File: src/rtl/csr_pkg.sv
// Shared CSR address map, mcountinhibit bit positions and address-class helpers
// for the machine-mode CSR storage block.
package csr_pkg;

  localparam int unsigned CSR_ADDR_W = 12;

  localparam logic [CSR_ADDR_W-1:0] CSR_MISA          = 12'h301;
  localparam logic [CSR_ADDR_W-1:0] CSR_MHARTID       = 12'hF14;
  localparam logic [CSR_ADDR_W-1:0] CSR_MCOUNTINHIBIT = 12'h320;
  localparam logic [CSR_ADDR_W-1:0] CSR_MSCRATCH      = 12'h340;
  localparam logic [CSR_ADDR_W-1:0] CSR_MCYCLE        = 12'hB00;
  localparam logic [CSR_ADDR_W-1:0] CSR_MCYCLEH       = 12'hB80;
  localparam logic [CSR_ADDR_W-1:0] CSR_MINSTRET      = 12'hB02;
  localparam logic [CSR_ADDR_W-1:0] CSR_MINSTRETH     = 12'hB82;
  localparam logic [CSR_ADDR_W-1:0] CSR_CYCLE         = 12'hC00;
  localparam logic [CSR_ADDR_W-1:0] CSR_CYCLEH        = 12'hC80;
  localparam logic [CSR_ADDR_W-1:0] CSR_INSTRET       = 12'hC02;
  localparam logic [CSR_ADDR_W-1:0] CSR_INSTRETH      = 12'hC82;

  localparam int unsigned MCOUNTINHIBIT_CY = 0;
  localparam int unsigned MCOUNTINHIBIT_IR = 2;

  // True for every address that returns defined data on a read.
  function automatic logic csr_readable(input logic [CSR_ADDR_W-1:0] addr);
    logic hit;
    hit = 1'b0;
    case (addr)
      CSR_MISA, CSR_MHARTID, CSR_MCOUNTINHIBIT, CSR_MSCRATCH,
      CSR_MCYCLE, CSR_MCYCLEH, CSR_MINSTRET, CSR_MINSTRETH,
      CSR_CYCLE, CSR_CYCLEH, CSR_INSTRET, CSR_INSTRETH: hit = 1'b1;
      default: hit = 1'b0;
    endcase
    return hit;
  endfunction

  // True for addresses backed by writable storage (misa is WARL and excluded).
  function automatic logic csr_writable(input logic [CSR_ADDR_W-1:0] addr);
    logic hit;
    hit = 1'b0;
    case (addr)
      CSR_MCOUNTINHIBIT, CSR_MSCRATCH,
      CSR_MCYCLE, CSR_MCYCLEH, CSR_MINSTRET, CSR_MINSTRETH: hit = 1'b1;
      default: hit = 1'b0;
    endcase
    return hit;
  endfunction

endpackage

File: src/rtl/csr_regfile_if.sv
// Read/write/retire bus between the pipeline (master) and the CSR regfile (slave).
interface csr_regfile_if #(
  parameter int unsigned WIDTH = 32
);
  logic [11:0]      csr_raddr_i;
  logic             csr_re_i;
  logic [WIDTH-1:0] csr_rdata_o;
  logic             rd_illegal_o;
  logic [11:0]      csr_waddr_i;
  logic             csr_we_i;
  logic [WIDTH-1:0] csr_wdata_i;
  logic             wr_illegal_o;
  logic             retire_i;

  modport master (
    output csr_raddr_i, csr_re_i, csr_waddr_i, csr_we_i, csr_wdata_i, retire_i,
    input  csr_rdata_o, rd_illegal_o, wr_illegal_o
  );

  modport slave (
    input  csr_raddr_i, csr_re_i, csr_waddr_i, csr_we_i, csr_wdata_i, retire_i,
    output csr_rdata_o, rd_illegal_o, wr_illegal_o
  );
endinterface

File: src/rtl/csr_counter64.sv
// Double-width counter with independently writable halves; a write to a half
// always beats the increment/carry that would otherwise land on that half.
module csr_counter64 #(
  parameter int unsigned WIDTH = 32
) (
  input  logic               clk_i,
  input  logic               reset_n_i,
  input  logic               inc_i,
  input  logic               wr_lo_i,
  input  logic               wr_hi_i,
  input  logic [WIDTH-1:0]   wdata_i,
  output logic [2*WIDTH-1:0] count_o
);

  logic [WIDTH-1:0] lo_q, lo_d;
  logic [WIDTH-1:0] hi_q, hi_d;
  logic             carry;

  // Low-half write suppresses both increment and carry; high-half write
  // lets the low half count but swallows its carry.
  always_comb begin
    lo_d  = lo_q;
    hi_d  = hi_q;
    carry = inc_i && (lo_q == {WIDTH{1'b1}});

    if (wr_lo_i) begin
      lo_d = wdata_i;
    end else begin
      lo_d = lo_q + WIDTH'(inc_i);
    end

    if (wr_hi_i) begin
      hi_d = wdata_i;
    end else if (!wr_lo_i) begin
      hi_d = hi_q + WIDTH'(carry);
    end
  end

  always_ff @(posedge clk_i) begin
    if (!reset_n_i) begin
      lo_q <= '0;
      hi_q <= '0;
    end else begin
      lo_q <= lo_d;
      hi_q <= hi_d;
    end
  end

  assign count_o = {hi_q, lo_q};

endmodule

File: src/rtl/csr_regfile.sv
// Machine-mode CSR storage: mscratch, mcountinhibit, mcycle/minstret with user
// shadows, identity CSRs, and illegal-access flags for the trap logic.
module csr_regfile
  import csr_pkg::*;
#(
  parameter int unsigned      WIDTH      = 32,
  parameter logic [WIDTH-1:0] HART_ID    = '0,
  parameter logic [WIDTH-1:0] MISA_VALUE = WIDTH'(32'h4000_0100)
) (
  input logic           clk_i,
  input logic           reset_n_i,
  csr_regfile_if.slave  bus
);

  localparam int unsigned CNT_W = 2 * WIDTH;

  logic [WIDTH-1:0] mscratch_q, mscratch_d;
  logic             cy_inh_q, cy_inh_d;
  logic             ir_inh_q, ir_inh_d;

  logic             wr_ro_space;
  logic             wr_legal;
  logic             wr_en;

  logic             mcycle_wr_lo, mcycle_wr_hi;
  logic             minstret_wr_lo, minstret_wr_hi;
  logic             mcycle_inc, minstret_inc;
  logic [CNT_W-1:0] mcycle, minstret;

  logic [WIDTH-1:0] inhibit_rd;
  logic [WIDTH-1:0] rdata;

  // Write decode: the top address quadrant is read-only by construction.
  always_comb begin
    wr_ro_space = (bus.csr_waddr_i[11:10] == 2'b11);
    wr_legal    = !wr_ro_space && csr_writable(bus.csr_waddr_i);
    wr_en       = bus.csr_we_i && wr_legal;
  end

  assign bus.wr_illegal_o = bus.csr_we_i && !wr_legal && (bus.csr_waddr_i != CSR_MISA);
  assign bus.rd_illegal_o = bus.csr_re_i && !csr_readable(bus.csr_raddr_i);

  // Plain storage registers; inhibit changes only affect the following cycle.
  always_comb begin
    mscratch_d = mscratch_q;
    cy_inh_d   = cy_inh_q;
    ir_inh_d   = ir_inh_q;
    if (wr_en && (bus.csr_waddr_i == CSR_MSCRATCH)) begin
      mscratch_d = bus.csr_wdata_i;
    end
    if (wr_en && (bus.csr_waddr_i == CSR_MCOUNTINHIBIT)) begin
      cy_inh_d = bus.csr_wdata_i[MCOUNTINHIBIT_CY];
      ir_inh_d = bus.csr_wdata_i[MCOUNTINHIBIT_IR];
    end
  end

  always_ff @(posedge clk_i) begin
    if (!reset_n_i) begin
      mscratch_q <= '0;
      cy_inh_q   <= 1'b0;
      ir_inh_q   <= 1'b0;
    end else begin
      mscratch_q <= mscratch_d;
      cy_inh_q   <= cy_inh_d;
      ir_inh_q   <= ir_inh_d;
    end
  end

  // Counter strobes; a minstret low write drops a coincident retire inside the counter.
  always_comb begin
    mcycle_wr_lo   = wr_en && (bus.csr_waddr_i == CSR_MCYCLE);
    mcycle_wr_hi   = wr_en && (bus.csr_waddr_i == CSR_MCYCLEH);
    minstret_wr_lo = wr_en && (bus.csr_waddr_i == CSR_MINSTRET);
    minstret_wr_hi = wr_en && (bus.csr_waddr_i == CSR_MINSTRETH);
    mcycle_inc     = !cy_inh_q;
    minstret_inc   = bus.retire_i && !ir_inh_q;
  end

  csr_counter64 #(.WIDTH(WIDTH)) u_mcycle (
    .clk_i     (clk_i),
    .reset_n_i (reset_n_i),
    .inc_i     (mcycle_inc),
    .wr_lo_i   (mcycle_wr_lo),
    .wr_hi_i   (mcycle_wr_hi),
    .wdata_i   (bus.csr_wdata_i),
    .count_o   (mcycle)
  );

  csr_counter64 #(.WIDTH(WIDTH)) u_minstret (
    .clk_i     (clk_i),
    .reset_n_i (reset_n_i),
    .inc_i     (minstret_inc),
    .wr_lo_i   (minstret_wr_lo),
    .wr_hi_i   (minstret_wr_hi),
    .wdata_i   (bus.csr_wdata_i),
    .count_o   (minstret)
  );

  // Zero-latency read mux of registered state; unmapped addresses read zero.
  always_comb begin
    inhibit_rd                   = '0;
    inhibit_rd[MCOUNTINHIBIT_CY] = cy_inh_q;
    inhibit_rd[MCOUNTINHIBIT_IR] = ir_inh_q;

    rdata = '0;
    case (bus.csr_raddr_i)
      CSR_MISA:                   rdata = MISA_VALUE;
      CSR_MHARTID:                rdata = HART_ID;
      CSR_MCOUNTINHIBIT:          rdata = inhibit_rd;
      CSR_MSCRATCH:               rdata = mscratch_q;
      CSR_MCYCLE,   CSR_CYCLE:    rdata = mcycle[WIDTH-1:0];
      CSR_MCYCLEH,  CSR_CYCLEH:   rdata = mcycle[CNT_W-1:WIDTH];
      CSR_MINSTRET, CSR_INSTRET:  rdata = minstret[WIDTH-1:0];
      CSR_MINSTRETH, CSR_INSTRETH: rdata = minstret[CNT_W-1:WIDTH];
      default:                    rdata = '0;
    endcase
  end

  assign bus.csr_rdata_o = rdata;

endmodule

File: src/flat_wrapper.sv
// flat-port wrapper written by rule: the top's interface ports become plain ports
module csr_regfile_flat import csr_pkg::*;
#(
  parameter int unsigned      WIDTH      = 32,
  parameter logic [WIDTH-1:0] HART_ID    = '0,
  parameter logic [WIDTH-1:0] MISA_VALUE = WIDTH'(32'h4000_0100)
)
  (clk_i, reset_n_i, bus_csr_raddr_i, bus_csr_re_i, bus_csr_waddr_i, bus_csr_we_i, bus_csr_wdata_i, bus_retire_i, bus_csr_rdata_o, bus_rd_illegal_o, bus_wr_illegal_o);
  csr_regfile_if #(.WIDTH(WIDTH)) bus_i ();
  input logic clk_i;
  input logic reset_n_i;
  input wire logic [$bits(bus_i.csr_raddr_i)-1:0] bus_csr_raddr_i;
  input wire logic [$bits(bus_i.csr_re_i)-1:0] bus_csr_re_i;
  input wire logic [$bits(bus_i.csr_waddr_i)-1:0] bus_csr_waddr_i;
  input wire logic [$bits(bus_i.csr_we_i)-1:0] bus_csr_we_i;
  input wire logic [$bits(bus_i.csr_wdata_i)-1:0] bus_csr_wdata_i;
  input wire logic [$bits(bus_i.retire_i)-1:0] bus_retire_i;
  output wire logic [$bits(bus_i.csr_rdata_o)-1:0] bus_csr_rdata_o;
  output wire logic [$bits(bus_i.rd_illegal_o)-1:0] bus_rd_illegal_o;
  output wire logic [$bits(bus_i.wr_illegal_o)-1:0] bus_wr_illegal_o;
  assign bus_i.csr_raddr_i = bus_csr_raddr_i;
  assign bus_i.csr_re_i = bus_csr_re_i;
  assign bus_i.csr_waddr_i = bus_csr_waddr_i;
  assign bus_i.csr_we_i = bus_csr_we_i;
  assign bus_i.csr_wdata_i = bus_csr_wdata_i;
  assign bus_i.retire_i = bus_retire_i;
  assign bus_csr_rdata_o = bus_i.csr_rdata_o;
  assign bus_rd_illegal_o = bus_i.rd_illegal_o;
  assign bus_wr_illegal_o = bus_i.wr_illegal_o;
  csr_regfile #(.WIDTH(WIDTH), .HART_ID(HART_ID), .MISA_VALUE(MISA_VALUE)) u_core (.clk_i(clk_i), .reset_n_i(reset_n_i), .bus(bus_i));
endmodule
File: config.mk
export PLATFORM = sky130hd
export DESIGN_NAME = csr_regfile_flat
export DESIGN_NICKNAME = d
export VERILOG_FILES = /design/src/rtl/csr_pkg.sv /design/src/rtl/csr_regfile_if.sv /design/src/rtl/csr_counter64.sv /design/src/rtl/csr_regfile.sv /design/src/flat_wrapper.sv
export SDC_FILE = /design/constraint.sdc
export NUM_CORES = 1
export LEC_CHECK = 0
export CAP_MARGIN = 10
export CORE_MARGIN = 3
export CORE_UTILIZATION = 58
export CTS_CLUSTER_DIAMETER = 80
export DETAILED_ROUTE_END_ITERATION = 10
export PLACE_DENSITY = 0.92
export RECOVER_POWER = 50
export SETUP_SLACK_MARGIN = 0.15
export SLEW_MARGIN = 20
export SYNTH_ARGS = -nofsm -noshare
export SYNTH_HDL_FRONTEND = slang
export SYNTH_HIERARCHICAL = 1
export SYNTH_SLANG_ARGS = --single-unit
export TNS_END_PERCENT = 1
File: constraint.sdc
create_clock -name clk_i -period 4 [get_ports clk_i]
set_input_delay 0.8 -clock clk_i [delete_from_list [all_inputs] [get_ports clk_i]]
set_output_delay 0.8 -clock clk_i [all_outputs]
set_load 0.02 [all_outputs]
Run 1, placement by cell class:
Scale: 3 px per um.
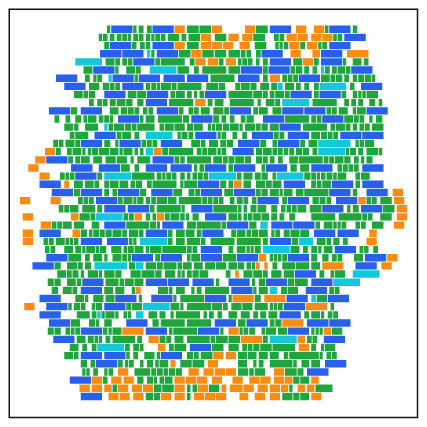
colour	class	cells
cyan	clock drivers and dummy loads	32
blue	flops	162
green	combinational and other logic	880
orange	other buffers and delay cells	126
total core area: 16200 sq um
fraction of area in registers: 28.2%
final standard cell area without fillers: 11500 sq um

Run 1, layout detail:
Region (55, 28) to (80, 53) um. Cells in grey, sequential cells in the stronger grey; small squares are vias.
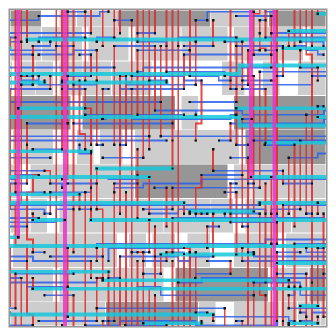
colour	layer
cyan	metal 3
blue	metal 1
red	metal 2
magenta	metal 4
cells with their middle in the window	50
sequential cells in the window	7
netlist names of flops here include	`u_core/u_mcycle/hi_q` (3), `u_core/mscratch_q` (2), `u_core/u_mcycle/lo_q` (2)
most frequent	nand2_1 (7), dfxtp_1 (7), mux4_2 (6)

Run 1, congestion heat map:
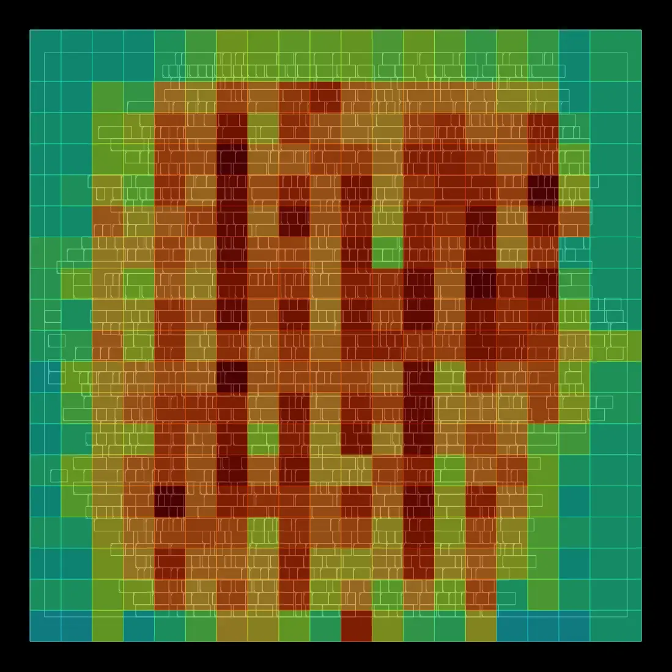
met2 Resource Use GR: 54.1%
overall global routing resource usage: 35.3%

[run 1: repair_timing]
item / 4_1_cts / 5_1_grt
endpoints found under the setup margin: 33 / 32
resized: 2 / 2
pin swaps: 0 / 0
setup buffers: 0 / 0
[run 1: flip-flops by register name (all words and copies together) (netlist names)]
signal                  flops
u_core/cy_inh_q             1
u_core/ir_inh_q             1
u_core/mscratch_q          32
u_core/u_minstret/hi_q     32
u_core/u_mcycle/hi_q       32
u_core/u_mcycle/lo_q       32
u_core/u_minstret/lo_q     32
[run 1: synthesized netlist by cell type, drive strengths merged, types with 4 or more instances]
cell type and count:
mux2i 10, a32o 30, and2 23, mux2 5
and4 17, nor2b 16, nor2 32, nand2b 5
o211a 17, mux4 30, o21ai 139, dfxtp 162
ha 8, nor4 20, clkbuf 59, xor2 59
a21oi 73, nand4b 5, xnor2 48, nand2 99
nand3 91, a211oi 4, inv 15, buf 16
and3 19, nand4 47, nor3 28
[run 1: worst register-to-register path, stage by stage (launching register included)]
cell and delay (ps):
dfxtp_1 450, nand4_1 350, nor4_1 530, and3_1 250
ha_1 220, nand4b_1 410, nor4_4 660, nand4_1 200
or4b_1 520, nand3_1 90
[run 1: stage by stage]
stage / setup slack (ps) / utilization (%) / hold slack [ps] / cell area, sq um
CTS: 82.8 / 71.7 / 459 / 11600
detailed placement: 15.3 / 68.1 / 452 / 11000
floorplan: 1040 / - / 437 / 9740
global route: 35.7 / 71.2 / 492 / 11500
global placement: 50.4 / 68.1 / 446 / 11000
finish: 75.3 / 71.2 / 472 / 11500
[run 1: per-layer routing]
metal  share of wire (%)  global-route usage, %  up-vias
li1                    -                      -     4293
met2                  44                   54.1      855
met1                  37                   46.2     4676
met4                 5.0                   15.9        0
met5                   0                      0        -
met3                  14                   10.6      186
[run 1: final cells by class]
| class | instances | area [sq um] |
|---|---|---|
| clock buffers | 23 | 458 |
| clock inverters | 9 | 108 |
| fillers | 1094 | 4650 |
| inverters | 15 | 56.3 |
| multi-input cells | 865 | 6130 |
| flip-flops and latches | 162 | 3240 |
| well taps | 216 | 270 |
| repair buffers | 126 | 1260 |
[run 1: worst max-delay path by stage]
stage	start	to	slack [ps]	cells after the start
final	bus_csr_raddr_i[0]	bus_csr_rdata_o[18]	80	6
after detailed placement	bus_csr_raddr_i[10]	bus_csr_rdata_o[8]	20	7
after CTS	bus_csr_raddr_i[0]	bus_csr_rdata_o[30]	80	6
after global routing	bus_csr_raddr_i[10]	bus_csr_rdata_o[18]	40	6
after floorplan	bus_csr_raddr_i[7]	bus_csr_rdata_o[2]	1040	4
after global placement	bus_csr_raddr_i[10]	bus_csr_rdata_o[8]	50	7
[run 1: logic make-up (layout without fill, tap and decap cells)]
family / count (synthesis) / in the layout / share of synthesized area, %
AND/OR/NAND/NOR: 426 / 426 / 26.0
XOR/XNOR: 107 / 107 / 9.62
multiplexers: 45 / 45 / 8.54
adder cells (fa/ha/maj): 8 / 8 / 1.03
flip-flops: 162 / 162 / 33.3
buffers and inverters: 90 / 173 / 3.81
AND-OR/OR-AND: 279 / 279 / 17.8
==> flow_summary.rst, run 1 <==
Run summary
-----------

.. list-table::
   :header-rows: 1

   * - Metric
     - Value
   * - Hold depth
     - 2
   * - Power Internal
     - between 0.002 and 0.003 W
   * - Clock latency on the worst-skew pair
     - roughly 430 ps
   * - Sum of buffers and inverters on the critical path
     - 3
   * - H-tree depth
     - 4
   * - Power attributed to sequential cells
     - between 0.0015 and 0.002 W
   * - CTS Buf Count
     - 17
   * - R2R Path End
     - u_core/u_mcycle/hi_q[23]$_SDFFE_PN0P_
   * - Worst Setup Path Type
     - in -> out
   * - Sequential cell fraction of total power
     - about 47%
   * - Cell area power density
     - 303 nW/um^2
   * - Share of flip-flops with an asynchronous set or reset after synthesis
     - 0%
   * - Sequential area share after synthesis
     - around 33%
   * - Dominant logic cell types in the final layout
     - dfxtp_1, o21ai_0, nand2_1
   * - Number of enable-type register cells in the synthesized netlist
     - 0
   * - I/O pin cnt
     - 95
   * - Cell-by-cell listing of the critical path
     - clkdlybuf4s50_1 > or3_4 > nor4_4 > buf_12 > a32o_2 > clkdlybuf4s50_1
   * - Number of instances in the synthesized netlist
     - between 1000 and 1500
   * - Top delay family on crit path
     - buffers and inverters
   * - Via density
     - a little over 7
   * - Synthesis warning total
     - 6
   * - Number of DRC violations after detailed-routing iteration 0
     - about 1700
   * - Number of standard cells reported by yosys
     - between 1000 and 1500
   * - Standby leakage power
     - 4.20 nW
   * - Total clock sinks
     - 162
   * - Number of core rows
     - approximately 46
   * - Critical Path Source Type
     - primary input
   * - Largest net degree at the start of global routing
     - slightly above 90
   * - DR vias
     - around 10000
   * - Number of global-route vias before repair
     - around 9400
   * - Worst clock skew
     - about 7.4 ps
   * - First-pass DRT Iterations
     - 6
   * - Switching power as a share of total power
     - around a quarter
   * - Hold Path Class
     - reg -> reg
   * - Power Total
     - about 0.0035 W
   * - R2r worst-path depth
     - 9
   * - IO buf count
     - between 90 and 100
   * - Global placer's final weighted congestion
     - 0.959
   * - Destination of the worst hold path
     - u_core/mscratch_q[13]$_SDFFE_PN0P_
   * - Count of unresolved DRC violations after routing
     - 0
   * - Setup repair after global routing missed its margin
     - yes
   * - Tool warning count
     - 28
   * - Final number of setup-violating endpoints
     - 0
   * - Share of final-layout standard cells stronger than drive strength 1
     - about an eighth
   * - Vert. Die Dim
     - ~140 um
   * - Hold-fix buffers at CTS
     - 0
   * - Die ar.
     - ~18000 sq um
   * - Top contributor to total power
     - registers
   * - Most instantiated flip-flop cell in the synthesis netlist
     - dfxtp_1
   * - Root buffer cell
     - clkbuf_16
   * - Psw
     - around 0.00083 W
   * - Result of the run
     - complete, no violations
   * - Worst Hold Launch
     - u_core/mscratch_q[13]$_SDFFE_PN0P_
   * - Fraction of synthesized cell area taken by the top area cell type
     - between 30% and 40%
   * - Arrival time reported for the critical path endpoint
     - 3120 ps
==> run 2: changes to the inputs <==
- CAP_MARGIN: 10 -> 20
Run 2, selected gate families:
Scale: 2 px per um.
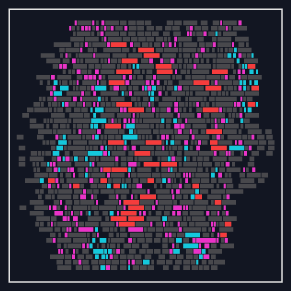
colour	family	cells
cyan	NOR gates	103
magenta	NAND gates	251
red	multiplexers	45
most frequently placed logic cell in the final layout: dfxtp_1
Comb area share: 53.2%
filler-free cell count of the finished design: 1416

==> run 2 against run 1 <==
Via count did not move. Non-clock buffer count did not move. First-iteration DRC count did not move. Global-route usage did not move. Combinational power barely moved. Count of clock-buffer cells in the layout did not move. Total power did not move. Critical endpoint unchanged. Largest power group unchanged. Die size did not move.
==> flow_summary.rst, run 2 <==
Run summary
-----------

.. list-table::
   :header-rows: 1

   * - Metric
     - Value
   * - H-tree depth
     - 4 (unchanged)
   * - Number of core rows
     - 46 (unchanged)
   * - Power Total
     - 0.00349 W (unchanged)
   * - Worst clock skew
     - 7.45 ps (unchanged)
   * - Tool warning count
     - 28 (unchanged)
   * - IO buf count
     - 94 (unchanged)
   * - Synthesis warning total
     - 6 (unchanged)
   * - Die ar.
     - 18400 sq um (unchanged)
   * - Number of global-route vias before repair
     - 9375 (unchanged)
   * - Total clock sinks
     - 162 (unchanged)
   * - Internal reg-to-reg setup slack
     - 270 ps (about the same)
   * - Dominant logic cell types in the final layout
     - dfxtp_1, o21ai_0, nand2_1 (unchanged)
   * - Number of enable-type register cells in the synthesized netlist
     - 0 (unchanged)
   * - I/O pin cnt
     - 95 (unchanged)
   * - Share of flip-flops with an asynchronous set or reset after synthesis
     - 0% (unchanged)
   * - Metal-1 WL
     - 12200 um (unchanged)
   * - Most instantiated flip-flop cell in the synthesis netlist
     - dfxtp_1 (unchanged)
   * - Final number of setup-violating endpoints
     - 0 (unchanged)
   * - Fraction of synthesized cell area taken by the top area cell type
     - 33.3% (unchanged)
   * - Top routing layer used
     - met4 (unchanged)
   * - CTS Buf Count
     - 17 (unchanged)
   * - Arrival time reported for the critical path endpoint
     - 3120 ps (about the same)
   * - Total of max-cap violations
     - 0 (unchanged)
   * - Post-CTS setup buffer count
     - 0 (unchanged)
   * - Via density
     - 7.07 (unchanged)
   * - Setup repair after global routing missed its margin
     - yes (unchanged)
   * - Root buffer cell
     - clkbuf_16 (unchanged)
   * - Largest net degree at the start of global routing
     - 91 (unchanged)
   * - Vert. Die Dim
     - 136 um (unchanged)
   * - Slowest cell delay on critical path
     - 630 ps (about the same)
   * - Hold-fix buffers at CTS
     - 0 (unchanged)
   * - Hold depth
     - 2 (unchanged)
   * - Share of final-layout standard cells stronger than drive strength 1
     - 12.8% (unchanged)
   * - Destination of the worst hold path
     - u_core/mscratch_q[13]$_SDFFE_PN0P_ (unchanged)
   * - R2r worst-path depth
     - 9 (unchanged)
   * - DR vias
     - 10000 (unchanged)
   * - R2R Path End
     - u_core/u_mcycle/hi_q[23]$_SDFFE_PN0P_ (unchanged)
   * - Cell-by-cell listing of the critical path
     - clkdlybuf4s50_1 > or3_4 > nor4_4 > buf_12 > a32o_2 > clkdlybuf4s50_1 (unchanged)
   * - Sequential area share after synthesis
     - 33.3% (unchanged)
   * - Count of unresolved DRC violations after routing
     - 0 (unchanged)
   * - DR WL met3
     - 4660 um (unchanged)
   * - Number of instances in the synthesized netlist
     - 1117 (unchanged)
   * - Leading cell types by count after synthesis
     - dfxtp_1, o21ai_0, nand2_1 (unchanged)
   * - Number of DRC violations after detailed-routing iteration 0
     - 1665 (unchanged)
   * - Worst Setup Path Type
     - in -> out (unchanged)
   * - Cell area power density
     - 303 nW/um^2 (unchanged)
   * - Total core area
     - 16200 sq um (unchanged)
   * - Result of the run
     - complete, no violations (unchanged)
[run 2: cell counts after synthesis]
No cell type changed its count.
[run 2: per-stage QoR]
stage / hold slack [ps] / instances / setup slack, ps
global route: 492 / 1416 / 35.7
CTS: 459 / 1416 / 82.8
finish: 472 / 1416 / 75.3
global placement: 446 / 1384 / 50.4
detailed placement: 452 / 1384 / 15.3
floorplan: 437 / 1117 / 1040
[run 2: logic make-up after synthesis]
| kind of cell | Yosys count | share of synthesized area, % |
|---|---|---|
| AND-OR/OR-AND | 279 | 17.8 |
| XOR/XNOR | 107 | 9.62 |
| AND/OR/NAND/NOR | 426 | 26.0 |
| buffers and inverters | 90 | 3.81 |
| multiplexers | 45 | 8.54 |
| flip-flops | 162 | 33.3 |
| adder cells (fa/ha/maj) | 8 | 1.03 |
[run 2: how the worst max path moves through the flow]
stage	startpoint	endpoint	slack (ps)
3_3_place_gp	bus_csr_raddr_i[10]	bus_csr_rdata_o[8]	50
4_1_cts	bus_csr_raddr_i[0]	bus_csr_rdata_o[30]	80
2_1_floorplan	bus_csr_raddr_i[7]	bus_csr_rdata_o[2]	1040
3_5_place_dp	bus_csr_raddr_i[10]	bus_csr_rdata_o[8]	20
5_1_grt	bus_csr_raddr_i[10]	bus_csr_rdata_o[18]	40
6_report	bus_csr_raddr_i[0]	bus_csr_rdata_o[18]	80
[run 2: cell type report]
class                   instances  area, sq um
well taps                     216          270
flip-flops and latches        162         3240
repair buffers                126         1260
clock buffers                  23          458
multi-input cells             865         6130
clock inverters                 9          108
fillers                      1094         4650
inverters                      15         56.3
[run 2: what timing repair did]
| action | CTS | global route |
|---|---|---|
| endpoints found under the setup margin | 33 | 32 |
| pin swaps | 0 | 0 |
| gates resized | 2 | 2 |
[run 2: layer usage]
layer / GRT usage (%) / vias up
li1: - / 4293
met2: 54.1 / 855
met5: 0 / -
met1: 46.2 / 4676
met4: 15.9 / 0
met3: 10.6 / 186
[run 2: worst max-delay path: cells and delay by family]
kind                   cells  cell delay (ps)
AND/OR/NAND/NOR            2              840
AND-OR/OR-AND              1              150
buffers and inverters      3             1320
[run 2: power by group]
group | switching (W) | internal (W) | leakage [nW]
logic | 0.000147 | 0.000110 | 2.64
clock network | 0.000671 | 0.000933 | 0.259
registers | 0.00000879 | 0.00162 | 1.31
Power and IR drop assume default switching activity.
